--- src/rtl/bitrec_pkg.sv ---
// bitrec_pkg: shared FSM encoding, line-code constants and period helper for bit_stream_gen
package bitrec_pkg;
  typedef enum logic [1:0] {IDLE, PREAMBLE, DATA} state_t;
  localparam logic ENC_NRZ = 1'b0;
  localparam logic ENC_MANCHESTER = 1'b1;
  localparam int MIN_PERIOD_DEF = 2;
  // Periods below the floor would collapse the half-cell split to zero cycles.
  function automatic logic [15:0] clamp_period(input logic [15:0] p, input logic [15:0] min_p);
    return (p < min_p) ? min_p : p;
  endfunction
endpackage

--- src/rtl/bit_stream_gen_if.sv ---
// bit_stream_gen_if: byte handshake between a producer and bit_stream_gen
//   tx_data  : byte to send, MSB first
//   tx_valid : tx_data valid
//   tx_ready : holding register empty; transfer on tx_valid && tx_ready
interface bit_stream_gen_if;
  logic [7:0] tx_data;
  logic tx_valid;
  logic tx_ready;
  modport master (output tx_data, output tx_valid, input tx_ready);
  modport slave (input tx_data, input tx_valid, output tx_ready);
endinterface

--- src/rtl/cell_timer.sv ---
// cell_timer: 16-bit down-counter marking the half point and end of each bit cell
//   clk, rst_n : clock, asynchronous active-low reset
//   start      : load the first cell of a frame from period
//   run        : frame in progress; counter decrements and reloads
//   period     : cell length P in clk cycles (P >= 2)
//   half_tick  : last cycle of the first half (P>>1 cycles)
//   cell_tick  : last cycle of the cell
module cell_timer (
  input  logic        clk,
  input  logic        rst_n,
  input  logic        start,
  input  logic        run,
  input  logic [15:0] period,
  output logic        half_tick,
  output logic        cell_tick
);
  logic [15:0] cnt;
  // cnt holds the cycles left in the cell after this one, so it never needs P itself.
  assign cell_tick = run && cnt == 16'd0;
  assign half_tick = run && cnt == period - (period >> 1);
  always_ff @(posedge clk or negedge rst_n)
    if (!rst_n) cnt <= '0;
    else if (start || cell_tick) cnt <= period - 16'd1;
    else if (run) cnt <= cnt - 16'd1;
endmodule

--- src/rtl/bit_stream_gen.sv ---
// bit_stream_gen: serialises bytes as preamble + data frames in NRZ or Manchester
//   clk, rst_n  : clock, asynchronous active-low reset
//   bit_period  : cell length in clk cycles, latched at frame start
//   enc_type    : 0 = NRZ, 1 = Manchester, latched at frame start
//   bus         : byte handshake (tx_data, tx_valid, tx_ready)
//   signal_out  : registered serial line
//   bit_clk     : registered reference, high in the first half of each cell
//   busy        : frame in progress
module bit_stream_gen import bitrec_pkg::*; #(
  parameter int PREAMBLE_BITS = 32,
  parameter int MIN_PERIOD = MIN_PERIOD_DEF
) (
  input  logic            clk,
  input  logic            rst_n,
  input  logic [15:0]     bit_period,
  input  logic            enc_type,
  bit_stream_gen_if.slave bus,
  output logic            signal_out,
  output logic            bit_clk,
  output logic            busy
);
  state_t state, state_nxt;
  logic hold_full, enc_lat, second, start, run, load, half_tick, cell_tick;
  logic last_cell, boundary, move, cur_bit, line;
  logic [7:0] hold_q, shift_q;
  logic [15:0] p_in, p_lat, timer_p, cell_idx;
  assign bus.tx_ready = !hold_full;
  assign load = bus.tx_valid && !hold_full;
  assign run = state != IDLE;
  assign busy = run;
  assign start = state == IDLE && hold_full;
  assign p_in = clamp_period(bit_period, 16'(MIN_PERIOD));
  // The timer loads its first cell on the same edge that latches the period.
  assign timer_p = start ? p_in : p_lat;
  cell_timer u_timer (
    .clk(clk),
    .rst_n(rst_n),
    .start(start),
    .run(run),
    .period(timer_p),
    .half_tick(half_tick),
    .cell_tick(cell_tick)
  );
  always_ff @(posedge clk or negedge rst_n)
    if (!rst_n) state <= IDLE;
    else state <= state_nxt;
  always_comb begin
    last_cell = (state == PREAMBLE) ? cell_idx == 16'(PREAMBLE_BITS - 1) : cell_idx == 16'd7;
    boundary = cell_tick && last_cell;
    move = boundary && hold_full;
    // Preamble alternates starting with 1; data goes out MSB first.
    cur_bit = (state == DATA) ? shift_q[7] : ~cell_idx[0];
    line = (enc_lat == ENC_MANCHESTER) ? cur_bit ^ second : cur_bit;
    state_nxt = state;
    if (start) state_nxt = PREAMBLE;
    else if (boundary) state_nxt = hold_full ? DATA : IDLE;
  end
  always_ff @(posedge clk or negedge rst_n)
    if (!rst_n) begin
      hold_full <= 1'b0;
      hold_q <= '0;
      shift_q <= '0;
      p_lat <= '0;
      enc_lat <= ENC_NRZ;
      cell_idx <= '0;
      second <= 1'b0;
      signal_out <= 1'b0;
      bit_clk <= 1'b0;
    end else begin
      // A move empties the holding register before any same-cycle load refills it.
      hold_full <= load || (hold_full && !move);
      if (load) hold_q <= bus.tx_data;
      if (move) shift_q <= hold_q;
      else if (cell_tick && state == DATA) shift_q <= {shift_q[6:0], 1'b0};
      if (start) begin
        p_lat <= p_in;
        enc_lat <= enc_type;
      end
      cell_idx <= (start || boundary) ? '0 : cell_tick ? cell_idx + 16'd1 : cell_idx;
      second <= (start || cell_tick) ? 1'b0 : half_tick ? 1'b1 : second;
      signal_out <= run && line;
      bit_clk <= run && !second;
    end
endmodule

--- src/flat_wrapper.sv ---
// flat-port wrapper written by rule: the top's interface ports become plain ports
module bit_stream_gen_flat import bitrec_pkg::*;
#(
  parameter int PREAMBLE_BITS = 32,
  parameter int MIN_PERIOD = MIN_PERIOD_DEF
)
  (clk, rst_n, bit_period, enc_type, signal_out, bit_clk, busy, bus_tx_data, bus_tx_valid, bus_tx_ready);
  bit_stream_gen_if bus_i ();
  input  logic clk;
  input  logic rst_n;
  input  logic [15:0] bit_period;
  input  logic enc_type;
  output logic signal_out;
  output logic bit_clk;
  output logic busy;
  input wire logic [$bits(bus_i.tx_data)-1:0] bus_tx_data;
  input wire logic [$bits(bus_i.tx_valid)-1:0] bus_tx_valid;
  output wire logic [$bits(bus_i.tx_ready)-1:0] bus_tx_ready;
  assign bus_i.tx_data = bus_tx_data;
  assign bus_i.tx_valid = bus_tx_valid;
  assign bus_tx_ready = bus_i.tx_ready;
  bit_stream_gen #(.PREAMBLE_BITS(PREAMBLE_BITS), .MIN_PERIOD(MIN_PERIOD)) u_core (.clk(clk), .rst_n(rst_n), .bit_period(bit_period), .enc_type(enc_type), .bus(bus_i), .signal_out(signal_out), .bit_clk(bit_clk), .busy(busy));
endmodule
--- config.mk ---
export PLATFORM = sky130hd
export DESIGN_NAME = bit_stream_gen_flat
export DESIGN_NICKNAME = d
export VERILOG_FILES = /design/src/rtl/bitrec_pkg.sv /design/src/rtl/bit_stream_gen_if.sv /design/src/rtl/cell_timer.sv /design/src/rtl/bit_stream_gen.sv /design/src/flat_wrapper.sv
export SDC_FILE = /design/constraint.sdc
export NUM_CORES = 1
export LEC_CHECK = 0
export CORE_MARGIN = 10
export CORE_UTILIZATION = 39
export DETAILED_ROUTE_END_ITERATION = 10
export PLACE_DENSITY_LB_ADDON = 0.1
export SLEW_MARGIN = 25
export SYNTH_ARGS = -nofsm -noshare
export SYNTH_HDL_FRONTEND = slang
export SYNTH_SLANG_ARGS = --single-unit
--- constraint.sdc ---
create_clock -name clk -period 6.1 [get_ports clk]
set_clock_uncertainty 0.2 [all_clocks]
set_input_delay 1.22 -clock clk [delete_from_list [all_inputs] [get_ports clk]]
set_output_delay 1.22 -clock clk [all_outputs]
set_load 0.01 [all_outputs]
==> run_1/logic_types.png <==
Drawn at 2 px/µm.
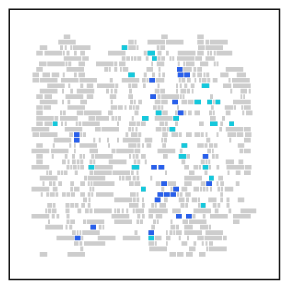
legend:
  blue:
    family: XOR/XNOR gates
    cells: 24
  cyan:
    family: AND-OR and OR-AND gates
    cells: 24

==> run_1/detail.png <==
Region (88, 88) to (113, 113) µm. Cells in grey, sequential cells in the stronger grey; small squares are vias.
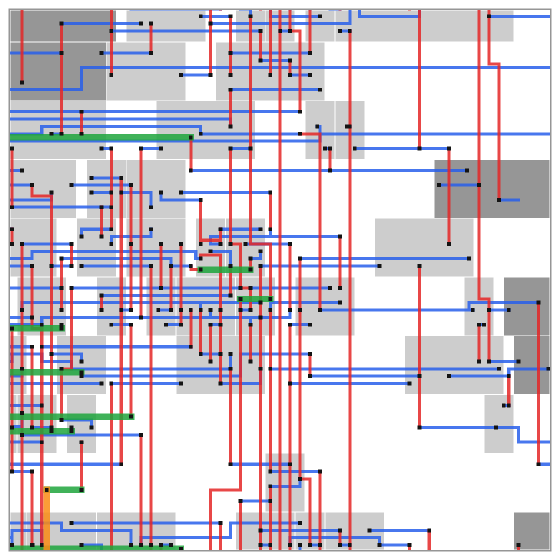
legend:
  orange:
    layer: metal 4
  blue:
    layer: metal 1
  green:
    layer: metal 3
  red:
    layer: metal 2
cells with their middle in the window: 41
most frequent: inv_1 (5), a21oi_1 (5), ha_1 (5)
sequential cells in the window: 2
netlist names of flops here include: u_core.p_lat (2)

==> metrics.csv, run 1 <==
stage,metric,value,unit
outcome,outcome,completed,
cells_and_area,layout.cells.non_filler,796,
power_and_ir_drop,intPower,1.53,mW
synth,yosysTopAreaCellShare,0.348,
placed_design,place_congestion,0.900,
synth,synth_flops,71,
synth,synthAdderAreaFrac,0.0392,
placed_design,port_buffers,31,
grt,overflow,0,
placed_design,dp_slack,0.751,ns
drt,wl_met3,429,µm
synth,yosysUniqueCellTypes,76,
power_and_ir_drop,p_sw_frac,0.455,
cells_and_area,drive_gt1_frac,0.0769,
power_and_ir_drop,comb-power,1.52,mW
drt,wirelength_met1,7430,µm
synth,aoi_share,0.221,
timing,worst_pin_slew,1.01,ns
power_and_ir_drop,peakVddDrop,172,µV
timing,rsz0062_at_grt,no,
floorplanning,coreArea,0.0127,mm²
drt,first_pass_iters,5,
clock_tree,htreeDepth,3,
power_and_ir_drop,pg_clk,586,µW
power_and_ir_drop,sequentialPower,708,µW
drt,routed.top_layer,met4,
power_and_ir_drop,maxPowerGroup,combinational logic,
flow_run,warnings,26,
power_and_ir_drop,powerDensity,479,mW/mm²
drt,vias,4665,
synth,flop_cell,dfrtp_1,
synth,ys_top_cells_by_count,"71 x dfrtp_1, 63 x nand2_1, 57 x nor2_1",
power_and_ir_drop,switching_power,1.28,mW
synth,syn-num-nets,645,
grt,antenna_found_initial,0,
placed_design,dp_hpwl,11200,µm
timing,slew_viol_final,0,
synth,synth_cells,601,
power_and_ir_drop,leakagePower,2.45,nW
clock_tree,clk_latency,0.35,ns
drt,ant_nets,0,
min_path,whs_path_depth,2,
power_and_ir_drop,combPwrFrac,0.540,
critical_path,worst_ep_arrival_time,5.05,ns
power_and_ir_drop,sequentialPowerShare,0.252,
floorplanning,die_y,134,µm
clock_tree,holdBufCountCts,0,
cells_and_area,antenna_cells,0,
clock_tree,cts_tree,yes,
synth,syn_area_per_cell,8.49,µm²
floorplanning,rows,41,
synth,xor_area_frac,0.0412,
critical_path,worst_r2r_path_depth,13,
flow_run,max_cap_viol_count,0,
clock_tree,clock_path_buffers,2,
synth,ys_sh_mux,0.0900,
synth,yosys_warnings,0,
synth,synth.area.top_cells,"dfrtp_1 35%, mux2i_1 5.1%, nand2_1 4.6%",
floorplanning,die_x,134,µm
cells_and_area,final_nets,663,
grt,grt_usage,0.168,
critical_path,cp-end-kind,register,
drt,drt-total-wl,15000,µm
synth,edf_count,0,
power_and_ir_drop,power_frac_clock,0.208,
synth,synthArstFlopShare,1.00,
==> run_1/layer_met1.png <==
Drawn at 2 px/µm.
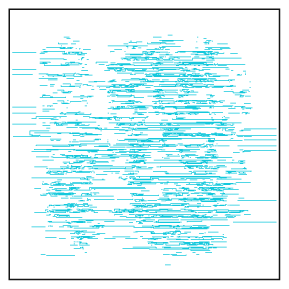
nets with wire on the layer: 630
share of all routed wire: 50%
wire length on this layer: 7,430 µm
longest straight run: 66.2 µm

-- run 1: per-stage QoR --
| stage | hold WS, ns | util | cell area (µm²) | total power [mW] |
|---|---|---|---|---|
| floorplan | 0.225 | - | 5100 | 1.79 |
| global placement | 0.266 | 0.435 | 5540 | 2.20 |
| detailed placement | 0.269 | 0.436 | 5540 | 2.20 |
| CTS | 0.284 | 0.461 | 5870 | 2.80 |
| global route | 0.299 | 0.461 | 5870 | 3.00 |
| finish | 0.280 | 0.461 | 5870 | 2.81 |
-- run 1: state kept, by name, summed over array words and instances (netlist names) --
| register | flops |
|---|---|
| u_core.cell_idx | 16 |
| u_core.p_lat | 16 |
| u_core.u_timer.cnt | 16 |
| u_core.hold_q | 8 |
| u_core.shift_q | 8 |
| u_core.state | 2 |
| u_core.bit_clk | 1 |
| u_core.enc_lat | 1 |
| u_core.hold_full | 1 |
| u_core.second | 1 |
| u_core.signal_out | 1 |
-- run 1: worst paths after layout --
path,slack [ns],to,start
worst max-delay path,1.12,u_core.second,bit_period[12]
worst min-delay path,0.28,u_core.enc_lat,u_core.enc_lat
worst max register to register,1.46,u_core.second,u_core.state[1]
worst min register to register,0.28,u_core.enc_lat,u_core.enc_lat
max in group asynchronous,4.55,u_core.p_lat[2],rst_n
min in group asynchronous,0.70,u_core.cell_idx[12],rst_n
-- run 1: per-layer routing --
metal / vias to the layer above / track usage
li1: 2246 / -
met3: 26 / 0.0239
met4: 0 / 0.0659
met2: 99 / 0.267
met1: 2294 / 0.225
met5: - / 0
-- run 1: area by class of cell --
| type | instances | area (µm²) | share of cell area |
|---|---|---|---|
| clock buffer | 10 | 229 | 0.0390 |
| clock inverter | 6 | 93.8 | 0.0160 |
| inverter | 25 | 96.3 | 0.0164 |
| multi-input combinational | 477 | 3120 | 0.531 |
| sequential | 71 | 1780 | 0.303 |
| tap | 172 | 215 | 0.0367 |
| timing repair buffer | 35 | 342 | 0.0582 |
-- run 1: critical path, cell delays in order --
cell and delay [ns]:
clkdlybuf4s50_1 0.44, nor4_1 0.61, nand4_1 0.34, a21oi_2 0.46
xnor2_1 0.12, ha_1 0.25, a221oi_1 0.56, o21ai_0 0.17
a21o_2 0.26, mux2i_1 0.13, a211oi_1 0.22, nand4_1 0.10
o21ai_1 0.14
-- run 1: layout by cell type (no fill, tap or decap), drive strengths merged, types with 4 or more instances in the layout --
cell | netlist | layout
nor3 | 14 | 14
o31ai | 4 | 4
a21o | 6 | 6
o211ai | 7 | 7
ha | 16 | 16
nand3b | 4 | 4
o21ai | 49 | 49
a21oi | 46 | 46
a211oi | 4 | 4
nor2b | 5 | 5
clkbuf | 17 | 10
a31oi | 4 | 4
xor2 | 11 | 11
nor2 | 57 | 57
nand2 | 63 | 63
a221oi | 4 | 4
or3 | 5 | 5
and3 | 17 | 17
nor4 | 11 | 11
mux2i | 31 | 31
nand3 | 23 | 23
mux2 | 10 | 10
a311oi | 4 | 4
xnor2 | 13 | 13
inv | 25 | 26
o21bai | 4 | 4
clkdlybuf4s50 | 0 | 30
nor3b | 7 | 7
buf | 11 | 5
and2 | 5 | 5
dfrtp | 71 | 71
nand4 | 6 | 6
==> run_1/congestion.png <==
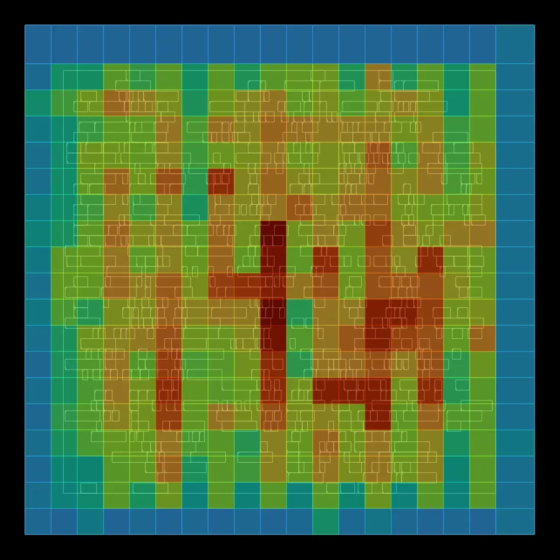

==> run 1 -> run 2 <==
==> constraint.sdc (replaced) <==
create_clock -name clk -period 4.6 [get_ports clk]
set_clock_uncertainty 0.2 [all_clocks]
set_input_delay 0.92 -clock clk [delete_from_list [all_inputs] [get_ports clk]]
set_output_delay 0.92 -clock clk [all_outputs]
set_load 0.01 [all_outputs]
==> run_2/congestion.png <==
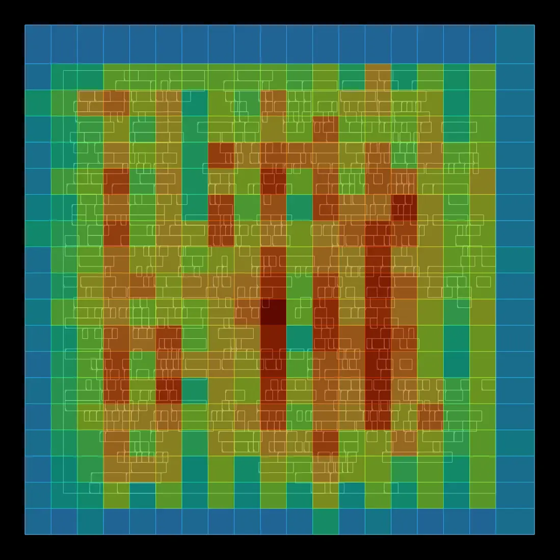
all-layer global routing usage: 0.168
GR peak layer: met2
GR Util met2: 0.274
Final Util: 0.473

==> run 2 against run 1 <==
Effect of this change:
- synthesized area did not move
- sequential share of layout area fell by 0.71 points
- routed wire length increased by 1.9%
- clock-buffer cell count fell by 1
- hold slack gained 0.0038 ns
- worst setup slack lost 0.71 ns
- critical path depth is 2 higher
- critical path type unchanged
==> metrics.csv, run 2 <==
stage,metric,value,unit,change
outcome,outcome,completed,,
timing,setup_viol,0,,
clock_tree,cts_root_buffer,clkbuf_16,,
power_and_ir_drop,p_sw_frac,0.457,,+0.00223
drt,detail_route.vias_per_cell,5.76,,
cells_and_area,final_nets,683,,+3.0%
timing,hold_slack,0.283,ns,+0.00383 ns
synth,ys_cells,601,,
clock_tree,post_cts_buffers,0,,
timing,period_used_share,0.910,,
grt,overflow,0,,unchanged
timing,fmax,239,MHz,
timing,worst_pin_slew,0.908,ns,-0.101 ns
cells_and_area,reg_top3,"u_core.cell_idx (16), u_core.p_lat (16), u_core.u_timer.cnt (16)",,
drt,first_pass_iters,5,,unchanged
clock_tree,clk_latency,0.35,ns,about the same
timing,setup_ws,0.412,ns,
clock_tree,clock_path_buffers,2,,unchanged
power_and_ir_drop,sequentialPowerShare,0.249,,-0.003
cells_and_area,area_growth,17.8,%,
synth,ys_chip_area,0.00510,mm²,
placed_design,dp_hpwl,11400,µm,+1.8%
clock_tree,cts_resized,0,,
grt,grt_pass1_vias,4593,,
synth,top_area_cell,dfrtp_1,,
synth,ys_top_cells_by_count,"71 x dfrtp_1, 63 x nand2_1, 57 x nor2_1",,
grt,grt_pass1_wl,24400,µm,
critical_path,worst_ep_arrival_time,4.27,ns,-0.78 ns
timing,rsz0062_at_grt,no,,
synth,top_cell,dfrtp_1,,
critical_path,crit_type,in -> reg,,
cells_and_area,antenna_cells,0,,unchanged
drt,wl_per_cell,18.7,µm,
drt,vias,4697,,+0.69%
floorplanning,fp_util,0.401,,
synth,flop_cell,dfrtp_1,,
flow_run,max_cap_viol_count,0,,unchanged
cells_and_area,mostFrequentLayoutCells,"71 x dfrtp_1, 63 x nand2_1, 57 x nor2_1, 46 x o21ai_0, 45 x a21oi_1",,
clock_tree,cts_tree,yes,,
cells_and_area,layout_top_cell,dfrtp_1,,
critical_path,critical_path_required,4.68,ns,
critical_path,worst_r2r_path_depth,13,,unchanged
power_and_ir_drop,leakagePower,2.55,nW,+3.8%
grt,antenna_found_initial,0,,unchanged
flow_run,warnings,26,,unchanged
clock_tree,numClockSinks,71,,
clock_tree,htreeDepth,3,,unchanged
floorplanning,io_pins,32,,
synth,synth_cells,601,,unchanged
floorplanning,die_x,134,µm,unchanged
synth,synth.area.top_cells,"dfrtp_1 35%, mux2i_1 5.1%, nand2_1 4.6%",,
drt,route.detailed.drc,0,,
power_and_ir_drop,intPower,2.06,mW,+34%
placed_design,postPlaceCellArea,0.00568,mm²,+2.5%
synth,ys_seq_share,0.348,,
cells_and_area,comb_area,0.00311,mm²,-0.16%
critical_path,worstReg2RegEnd,u_core.second,,
critical_path,path_max_fanout,4,,
cells_and_area,drive_gt1_frac,0.106,,+0.0287
cells_and_area,design_area,0.00601,mm²,+2.4%
placed_design,placed_cells,799,,
critical_path,r2r_start,u_core.state[1],,
synth,syn-num-nets,645,,unchanged
timing,setup_tns,0,ns,
synth,yosys_warnings,0,,unchanged
cells_and_area,fillerInstances,1281,,
placed_design,port_buffers,31,,unchanged
clock_tree,numCtsBuffers,9,,
timing,slew_headroom,0.392,,
drt,ant_nets,0,,unchanged
synth,synth_flops,71,,unchanged
power_and_ir_drop,powerDensity,630,mW/mm²,+32%
timing,slew_viol_final,0,,unchanged
clock_tree,holdBufCountCts,0,,unchanged
grt,grt_max_degree,72,,
power_and_ir_drop,switching_power,1.73,mW,+35%
floorplanning,dieArea,0.0181,mm²,
power_and_ir_drop,peakVddDrop,194,µV,+13%
critical_path,cp-end-kind,register,,
drt,drt_iter0_markers,346,,
power_and_ir_drop,combPwrFrac,0.557,,+0.017
timing,fin_crit,4.19,ns,
critical_path,r2r_slack,0.50,ns,-0.96 ns
floorplanning,rows,41,,unchanged
synth,yosysUniqueCellTypes,76,,unchanged
timing,hold_viol,0,,
floorplanning,die_y,134,µm,unchanged
placed_design,dp_slack,0.0671,ns,-0.683 ns
cells_and_area,regArea,0.00178,mm²,unchanged
synth,syn_area,0.00510,mm²,
synth,synthArstFlopShare,1.00,,unchanged
cells_and_area,layout.cells.non_filler,816,,+2.5%
drt,drt-total-wl,15300,µm,+1.9%
synth,yosysTopAreaCellShare,0.348,,unchanged
power_and_ir_drop,power_frac_clock,0.193,,-0.015
min_path,hold_class,in -> async,,
placed_design,place_congestion,0.904,,+0.43%
synth,edf_count,0,,unchanged
synth,syn_area_per_cell,8.49,µm²,unchanged
clock_tree,path_clk_slew,0.07,ns,
critical_path,worstSetupStartpointType,input pin,,
floorplanning,coreArea,0.0127,mm²,unchanged
## run 2: cell counts after synthesis
Identical to the previous run, type by type.
## run 2: cells by family (layout without fill, tap and decap cells)
kind of cell               Yosys count  after routing  share of synthesized area
buffers and inverters               53             96                     0.0434
DFF                                 71             71                      0.348
xor gates and xnor gates            24             24                     0.0412
muxes                               41             41                     0.0900
and+or+nand+nor                    226            226                      0.217
AOI/OAI and AO/OA                  170            170                      0.221
adders and majority gates           16             16                     0.0392
## run 2: per-layer routing
layer / track usage / share of wire / vias up / routed length [µm]
met4: 0.0617 / 0.015 / 0 / 232
li1: - / - / 2299 / -
met2: 0.274 / 0.47 / 126 / 7130
met3: 0.0291 / 0.050 / 19 / 759
met5: 0 / 0 / - / 0
met1: 0.217 / 0.47 / 2253 / 7180
## run 2: worst max-delay path, stage by stage
cell and delay (ns):
clkdlybuf4s50_1 0.44, nor4_1 0.35, buf_4 0.18, nand4_1 0.16, a21oi_2 0.27, xnor2_1 0.15, ha_1 0.26, xnor2_1 0.15
nand2_1 0.06, a2111oi_0 0.39, o211ai_1 0.16, nor4_1 0.30, o2111a_1 0.24, nand4_1 0.10, o21ai_1 0.14
## run 2: power groups by stage
stage | combinational, mW | clock, mW | sequential, mW
3_5_place_dp | 2.06 | 0 | 0.949
4_1_cts | 2.07 | 0.741 | 0.938
2_1_floorplan | 1.50 | 0 | 0.880
6_report | 2.11 | 0.733 | 0.944
3_3_place_gp | 2.09 | 0 | 0.944
5_1_grt | 2.29 | 0.769 | 0.958
## run 2: how the worst max path moves through the flow
stage / slack (ns) / cells past startpoint / from / end
final: 0.41 / 15 / bit_period[12] / u_core.second
after detailed placement: 0.07 / 15 / bit_period[12] / u_core.second
after global routing: 0.22 / 15 / bit_period[12] / u_core.second
after CTS: 0.45 / 15 / bit_period[12] / u_core.second
after floorplan: 0.75 / 16 / u_core.state[1] / u_core.second
after global placement: 0.08 / 14 / bit_period[6] / u_core.second
## run 2: final cells by class
cell class / count / area share
multi-input combinational: 477 / 0.518
tap: 172 / 0.0358
clock inverter: 7 / 0.0129
sequential: 71 / 0.296
inverter: 25 / 0.0160
timing repair buffer: 55 / 0.0845
clock buffer: 9 / 0.0375
## run 2: per-stage QoR
step,util,power [mW]
after floorplan,-,2.38
after global placement,0.447,3.04
after detailed placement,0.447,3.01
after CTS,0.470,3.75
after global routing,0.473,4.02
final,0.473,3.79
Power and IR drop assume default switching activity.
